--- src/rtl/lc3b_mem_responder_pkg.sv ---
// ---------------------------------------------------------------------------
// lc3b_types
//   Shared LC-3b types for the memory interface: the 16-bit machine word,
//   the two-lane byte enable and the responder FSM state encoding.
// ---------------------------------------------------------------------------
package lc3b_types;

  typedef logic [15:0] lc3b_word;
  typedef logic [1:0]  lc3b_mem_be;

  typedef enum logic [1:0] {
    MEM_IDLE,
    MEM_BUSY,
    MEM_RESP
  } lc3b_mem_state;

  // Latency counter width; supports latencies 1..15.
  localparam int unsigned LC3B_MEM_CNT_W = 4;

endpackage

--- src/rtl/lc3b_mem_responder_mem_array_2byte.sv ---
// ---------------------------------------------------------------------------
// mem_array_2byte
//   2^DEPTH_LOG2 x 16-bit storage with a registered read port and a
//   per-byte-lane synchronous write port. Contents are never reset.
//
// Ports
//   clk       in   clock, rising edge
//   rd_en     in   capture mem[rd_index] into rd_data on the next edge
//   rd_index  in   read word index
//   rd_data   out  registered read data, holds until the next rd_en
//   wr_en     in   write strobe
//   wr_be     in   lane enables: [1]=bits 15:8, [0]=bits 7:0
//   wr_index  in   write word index
//   wr_data   in   write data
// ---------------------------------------------------------------------------
module mem_array_2byte
  import lc3b_types::*;
#(
  parameter int unsigned DEPTH_LOG2 = 8
) (
  input  logic                  clk,
  input  logic                  rd_en,
  input  logic [DEPTH_LOG2-1:0] rd_index,
  output lc3b_word              rd_data,
  input  logic                  wr_en,
  input  lc3b_mem_be            wr_be,
  input  logic [DEPTH_LOG2-1:0] wr_index,
  input  lc3b_word              wr_data
);

  lc3b_word mem [0:(1 << DEPTH_LOG2)-1];
  lc3b_word rd_data_q;
  lc3b_word rd_data_d;

  // Read register only moves when a read is requested, so the last read
  // value stays visible for as long as the caller needs it.
  always_comb begin
    rd_data_d = rd_data_q;
    if (rd_en) begin
      rd_data_d = mem[rd_index];
    end
  end

  always_ff @(posedge clk) begin
    rd_data_q <= rd_data_d;
  end

  always_ff @(posedge clk) begin
    if (wr_en) begin
      if (wr_be[0]) begin
        mem[wr_index][7:0] <= wr_data[7:0];
      end
      if (wr_be[1]) begin
        mem[wr_index][15:8] <= wr_data[15:8];
      end
    end
  end

  assign rd_data = rd_data_q;

endmodule

--- src/rtl/lc3b_mem_responder.sv ---
// ---------------------------------------------------------------------------
// lc3b_mem_responder
//   Memory-side responder for the LC-3b memory interface. A read or write
//   request is latched in IDLE, serviced from an internal word array after
//   LATENCY cycles, and acknowledged with a one-cycle mem_resp pulse.
//
// Parameters
//   DEPTH_LOG2  log2 of array depth in 16-bit words
//   LATENCY     cycles from request sample to mem_resp (1..15)
//
// Ports
//   clk              in   clock, rising edge
//   reset            in   synchronous, active-high reset
//   mem_read         in   read request, held until mem_resp
//   mem_write        in   write request, held until mem_resp
//   mem_byte_enable  in   write lanes: [1]=bits 15:8, [0]=bits 7:0
//   mem_address      in   byte address
//   mem_wdata        in   write data
//   mem_resp         out  one-cycle completion pulse
//   mem_rdata        out  read data, valid in the mem_resp cycle
//   proto_err        out  sticky protocol-violation flag
//
// Configuration
//   LC3B_MEM_PROTO_CHECK_EN  when defined, a protocol checker drives
//                            proto_err; otherwise proto_err is 1'b0.
// ---------------------------------------------------------------------------
module lc3b_mem_responder
  import lc3b_types::*;
#(
  parameter int unsigned DEPTH_LOG2 = 8,
  parameter int unsigned LATENCY    = 3
) (
  input  logic       clk,
  input  logic       reset,
  input  logic       mem_read,
  input  logic       mem_write,
  input  lc3b_mem_be mem_byte_enable,
  input  lc3b_word   mem_address,
  input  lc3b_word   mem_wdata,
  output logic       mem_resp,
  output lc3b_word   mem_rdata,
  output logic       proto_err
);

  localparam logic [LC3B_MEM_CNT_W-1:0] LAT_M1 = LC3B_MEM_CNT_W'(LATENCY - 1);

  lc3b_mem_state               state_q, state_d;
  logic [LC3B_MEM_CNT_W-1:0]   cnt_q, cnt_d;
  lc3b_word                    addr_q, addr_d;
  lc3b_word                    wdata_q, wdata_d;
  lc3b_mem_be                  be_q, be_d;
  logic                        rd_q, rd_d;
  logic                        wr_q, wr_d;
  logic                        rdata_zero_q, rdata_zero_d;

  logic                        req;
  logic                        arr_rd;
  logic                        arr_rd_en;
  logic                        arr_wr_en;
  logic [DEPTH_LOG2-1:0]       rd_index;
  lc3b_word                    arr_rdata;

  assign req = mem_read | mem_write;

  // Next-state logic. The array read is launched on the edge that enters
  // RESP so the data lands in the RESP cycle; a write commits on the edge
  // leaving RESP, which makes a combined read+write naturally return the
  // pre-write contents. With LATENCY==1 IDLE jumps straight to RESP, so the
  // read must use the live address rather than the not-yet-latched copy.
  always_comb begin
    state_d      = state_q;
    cnt_d        = cnt_q;
    addr_d       = addr_q;
    wdata_d      = wdata_q;
    be_d         = be_q;
    rd_d         = rd_q;
    wr_d         = wr_q;
    arr_rd       = 1'b0;
    rd_index     = addr_q[DEPTH_LOG2:1];

    case (state_q)
      MEM_IDLE: begin
        if (req) begin
          addr_d  = mem_address;
          wdata_d = mem_wdata;
          be_d    = mem_byte_enable;
          rd_d    = mem_read;
          wr_d    = mem_write;
          cnt_d   = LAT_M1;
          if (LATENCY == 1) begin
            state_d  = MEM_RESP;
            arr_rd   = mem_read;
            rd_index = mem_address[DEPTH_LOG2:1];
          end else begin
            state_d = MEM_BUSY;
          end
        end
      end
      MEM_BUSY: begin
        cnt_d = cnt_q - 1'b1;
        if (cnt_q == LC3B_MEM_CNT_W'(1)) begin
          state_d = MEM_RESP;
          arr_rd  = rd_q;
        end
      end
      MEM_RESP: begin
        state_d = MEM_IDLE;
      end
      default: begin
        state_d = MEM_IDLE;
      end
    endcase
  end

  // mem_rdata reads as zero after reset until the first read completes;
  // the array's read register itself cannot be reset.
  always_comb begin
    rdata_zero_d = rdata_zero_q;
    if (arr_rd_en) begin
      rdata_zero_d = 1'b0;
    end
  end

  assign arr_rd_en = arr_rd & ~reset;
  assign arr_wr_en = (state_q == MEM_RESP) & wr_q & ~reset;

  always_ff @(posedge clk) begin
    if (reset) begin
      state_q      <= MEM_IDLE;
      cnt_q        <= '0;
      addr_q       <= '0;
      wdata_q      <= '0;
      be_q         <= '0;
      rd_q         <= 1'b0;
      wr_q         <= 1'b0;
      rdata_zero_q <= 1'b1;
    end else begin
      state_q      <= state_d;
      cnt_q        <= cnt_d;
      addr_q       <= addr_d;
      wdata_q      <= wdata_d;
      be_q         <= be_d;
      rd_q         <= rd_d;
      wr_q         <= wr_d;
      rdata_zero_q <= rdata_zero_d;
    end
  end

  mem_array_2byte #(
    .DEPTH_LOG2 (DEPTH_LOG2)
  ) u_array (
    .clk      (clk),
    .rd_en    (arr_rd_en),
    .rd_index (rd_index),
    .rd_data  (arr_rdata),
    .wr_en    (arr_wr_en),
    .wr_be    (be_q),
    .wr_index (addr_q[DEPTH_LOG2:1]),
    .wr_data  (wdata_q)
  );

  assign mem_resp  = (state_q == MEM_RESP);
  assign mem_rdata = rdata_zero_q ? 16'h0000 : arr_rdata;

`ifdef LC3B_MEM_PROTO_CHECK_EN
  logic proto_err_q, proto_err_d;
  logic violation;

  // While a transaction is in flight the initiator must hold the exact
  // request it issued; a combined read+write request is also flagged.
  always_comb begin
    violation = 1'b0;
    if ((state_q == MEM_BUSY) || (state_q == MEM_RESP)) begin
      if (!req || (mem_address != addr_q) || (mem_wdata != wdata_q) ||
          (mem_byte_enable != be_q) || (mem_read != rd_q) ||
          (mem_write != wr_q)) begin
        violation = 1'b1;
      end
    end else if (mem_read && mem_write) begin
      violation = 1'b1;
    end
    proto_err_d = proto_err_q | violation;
  end

  always_ff @(posedge clk) begin
    if (reset) begin
      proto_err_q <= 1'b0;
    end else begin
      proto_err_q <= proto_err_d;
    end
  end

  assign proto_err = proto_err_q;
`else
  // Only the word-index bits of the latched address feed the array.
  logic addr_unused;
  assign addr_unused = ^addr_q;
  assign proto_err   = 1'b0;
`endif

endmodule
--- config.mk ---
export PLATFORM = sky130hd
export DESIGN_NAME = lc3b_mem_responder
export DESIGN_NICKNAME = d
export VERILOG_FILES = /design/src/rtl/lc3b_mem_responder_pkg.sv /design/src/rtl/lc3b_mem_responder_mem_array_2byte.sv /design/src/rtl/lc3b_mem_responder.sv
export SDC_FILE = /design/constraint.sdc
export NUM_CORES = 2
export LEC_CHECK = 0
export CAP_MARGIN = 20
export CORE_AREA = 4 4 568 570
export DETAILED_ROUTE_END_ITERATION = 10
export DIE_AREA = 0 0 572 574
export GPL_TIMING_DRIVEN = 0
export PLACE_DENSITY = 0.75
export SLEW_MARGIN = 20
export SYNTH_ARGS = -nofsm -noshare
export SYNTH_HDL_FRONTEND = slang
export SYNTH_SLANG_ARGS = --single-unit
--- constraint.sdc ---
create_clock -name clk -period 4.2 [get_ports clk]
set_clock_uncertainty 0.1 [all_clocks]
set_input_delay 0.84 -clock clk [delete_from_list [all_inputs] [get_ports clk]]
set_output_delay 0.84 -clock clk [all_outputs]
set_load 0.02 [all_outputs]
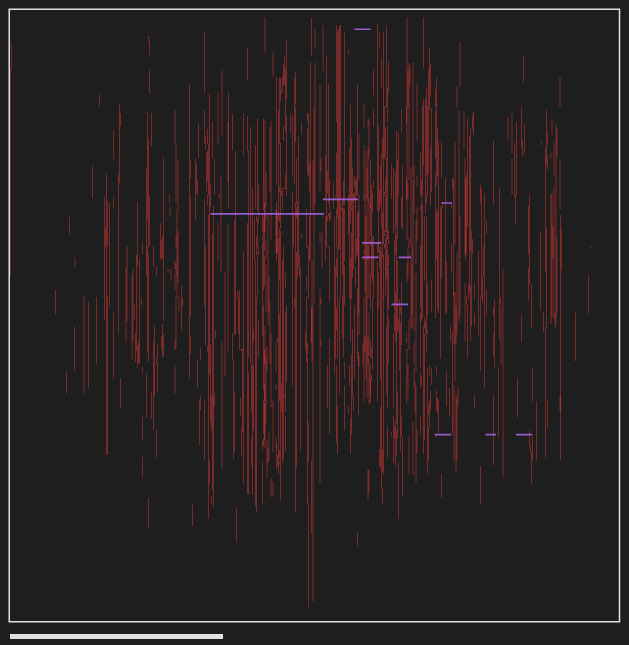
(images/layers.png)
Bar = 200 µm. Two of the layers only.
| layer | color | wire length |
|---|---|---|
| M5 | purple | 248 µm |
| M4 | red | 38.3 mm |

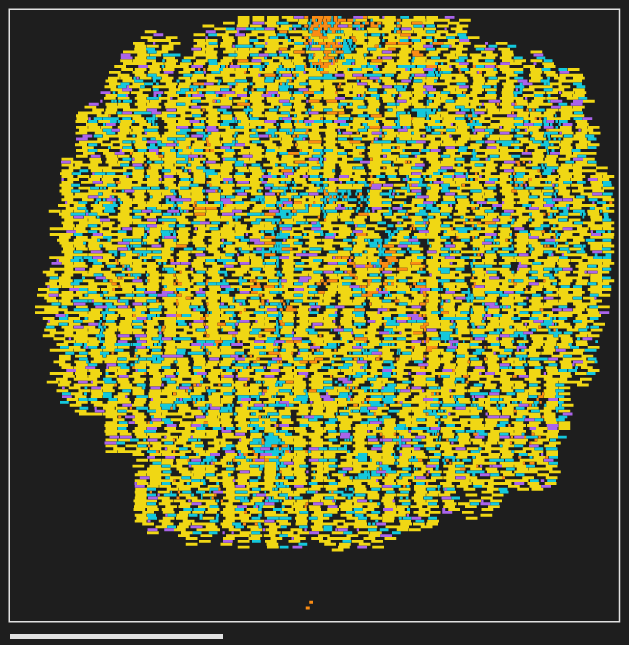
(images/class_map.png)
Bar = 200 µm.
| class | color | cells | share of their area |
|---|---|---|---|
| remaining logic cells | cyan | 2606 | 19% |
| remaining buffers and delay cells | orange | 626 | 3.1% |
| clock drivers and dummy loads | purple | 710 | 7.1% |
| sequential cells | yellow | 4147 | 71% |
Seq/total area: 68.5%
# rows: 207
Util after Layout: 57.1%

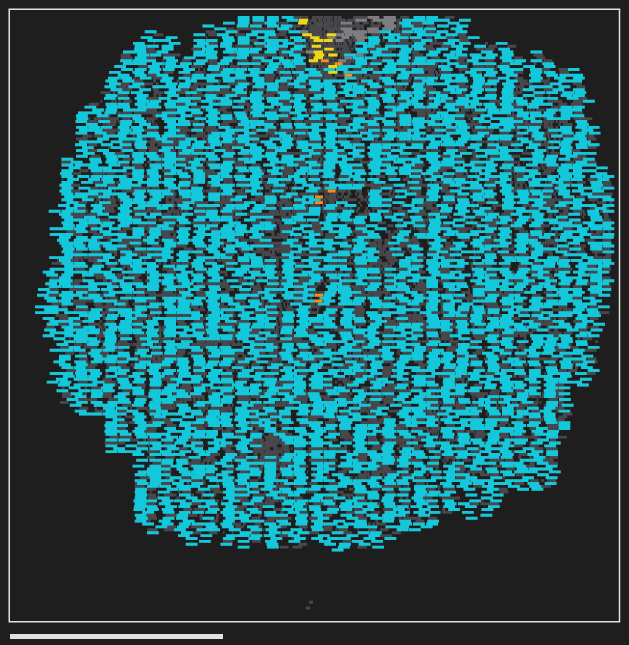
(images/ff_map.png)
Bar = 200 µm. Other sequential cells in the stronger gray, the rest of the logic in the fainter gray.
| name in the netlist | color | sequential cells |
|---|---|---|
| u_array.mem | cyan | 4096 |
| wdata_q | yellow | 16 |
| addr_q | orange | 8 |
not colored: 27

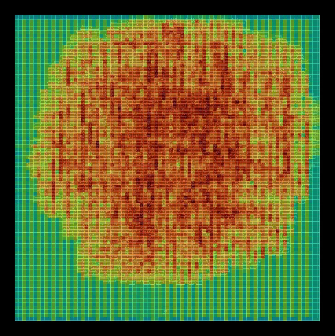
(images/congestion_map.png)
met3 Track Usage GR: 12.3%
met1 Use GR: 36.1%

-- sequential cells by signal, summed over array words and instances, names as in the netlist --
register / cells
state_q: 2
cnt_q: 4
rdata_zero_q: 1
addr_q: 8
rd_q: 1
wdata_q: 16
u_array.rd_data: 16
wr_q: 1
u_array.mem: 4096
be_q: 2
-- layout by cell type, fill, tap and decap left out, drive strengths merged --
master and n:
xor2 1, a211oi 1, or3 1, nand3 31, bufinv 36, dfxtp 35, nand4 27, and3b 1
a21oi 286, clkinvlp 15, a22oi 512, o41ai 64, nand2b 3, ha 2, inv 11, mux2 1
nand2 81, and2 5, diode 31, nor4 1, conb 1, clkinv 163, mux4 1024, nor2 526
nor3 5, edfxtp 4112, clkdlybuf4s18 1, nor2b 28, clkdlybuf4s50 45, or2 1, clkdlybuf4s15 5, buf 257
clkbuf 807
-- worst register-to-register path, stage by stage (launching register included) --
cell      delay, ns
dfxtp_1        0.63
and2_0         0.26
clkbuf_2       0.41
clkbuf_1       0.74
a22oi_1        0.36
a21oi_1        1.18
o41ai_2        0.30
nand4_1        0.35
-- power groups by stage --
stage	registers, µW	clock network [µW]	logic [µW]
6_report	46000	35300	6690
5_1_grt	46000	37000	6740
4_1_cts	46000	35100	6380
3_5_place_dp	46900	0	6200
3_3_place_gp	47900	0	4850
2_1_floorplan	47300	0	2830
-- metrics by stage --
stage          instances  hold WS [ns]  area, µm²
2_1_floorplan       7223         0.332     158000
3_3_place_gp       11448         0.348     164000
3_5_place_dp       11550         0.360     166000
4_1_cts            12264         0.227     181000
5_1_grt            12271         0.270     181000
6_report           12300         0.237     181000
-- repair_timing --
action	CTS	global route
buffers inserted	4	5
pin swaps	10	11
endpoints found under the setup margin	3529	1989
resized	469	214
==> run_results.csv <==
group,metric,value,unit
run_status,status,"complete, but fails checks",
run_status,failed_checks,"setup timing",
route,wl_per_cell,39.2,µm
power,ir_worst_vdd,0.346,mV
power,netSwitchingFraction,22.9,%
yosys,synth_chip_area,158000,µm²
yosys,syn_area,158000,µm²
run,cap_violations,0,
yosys,synth_nets,7263,
layout,comb_cells,2602,
critical_path,cp-endpoint,"u_array.rd_data[2]",
cts,cts_buffers,396,
layout,nonClkBufAreaFrac,2.97,%
yosys,ff_type,"edfxtp_1",
hold_path,min-delay-start,"reset",
floorplanning,ios,56,
critical_path,rrSetupSlack,-0.35,ns
floorplanning,die_h,574,µm
sta,setup_violations,964,
yosys,yosys.area_share.aoi,3.70,%
power,clock_power_share,40.1,%
yosys,yosysWarningCount,0,
yosys,ys_cells,7223,
critical_path,cp-start-kind,"flip-flop",
layout,n_all_buffers,626,
layout,clock_buffers,489,
route,highest_layer,"met5",
hold_path,hold_path.class,"input pin to flip-flop",
grt,grt_use_met2,41.9,%
critical_path,path_max_fanout,10,
cts,cts_sinks,4147,
yosys,edf_count,4112,
layout,drive_gt1_share,29.5,%
route,drt_iter0_markers,15436,
route,drt-vias-per-instance,6.89,
sta,setup_ws,-0.351,ns
floorplanning,fp.dieW,572,µm
layout,ff_count,4147,
yosys,async_flop_share,0,%
sta,finalMaxSlewViolations,0,
critical_path,worst_setup_path_end_kind,"flip-flop",
hold_path,holdPathStages,2,
yosys,logic_family,"multiplexers",
route,vias,84755,
layout,dominant_cells,"flip-flops and latches",
grt,grt_max_degree,81,
critical_path,cp_top_family,"AND-OR/OR-AND gates",
cts,cts_tree,"yes",
critical_path,critPathBufInv,2,
power,power.total,88000,µW
Power figures rest on the tool's default switching activity, not on a simulated workload.
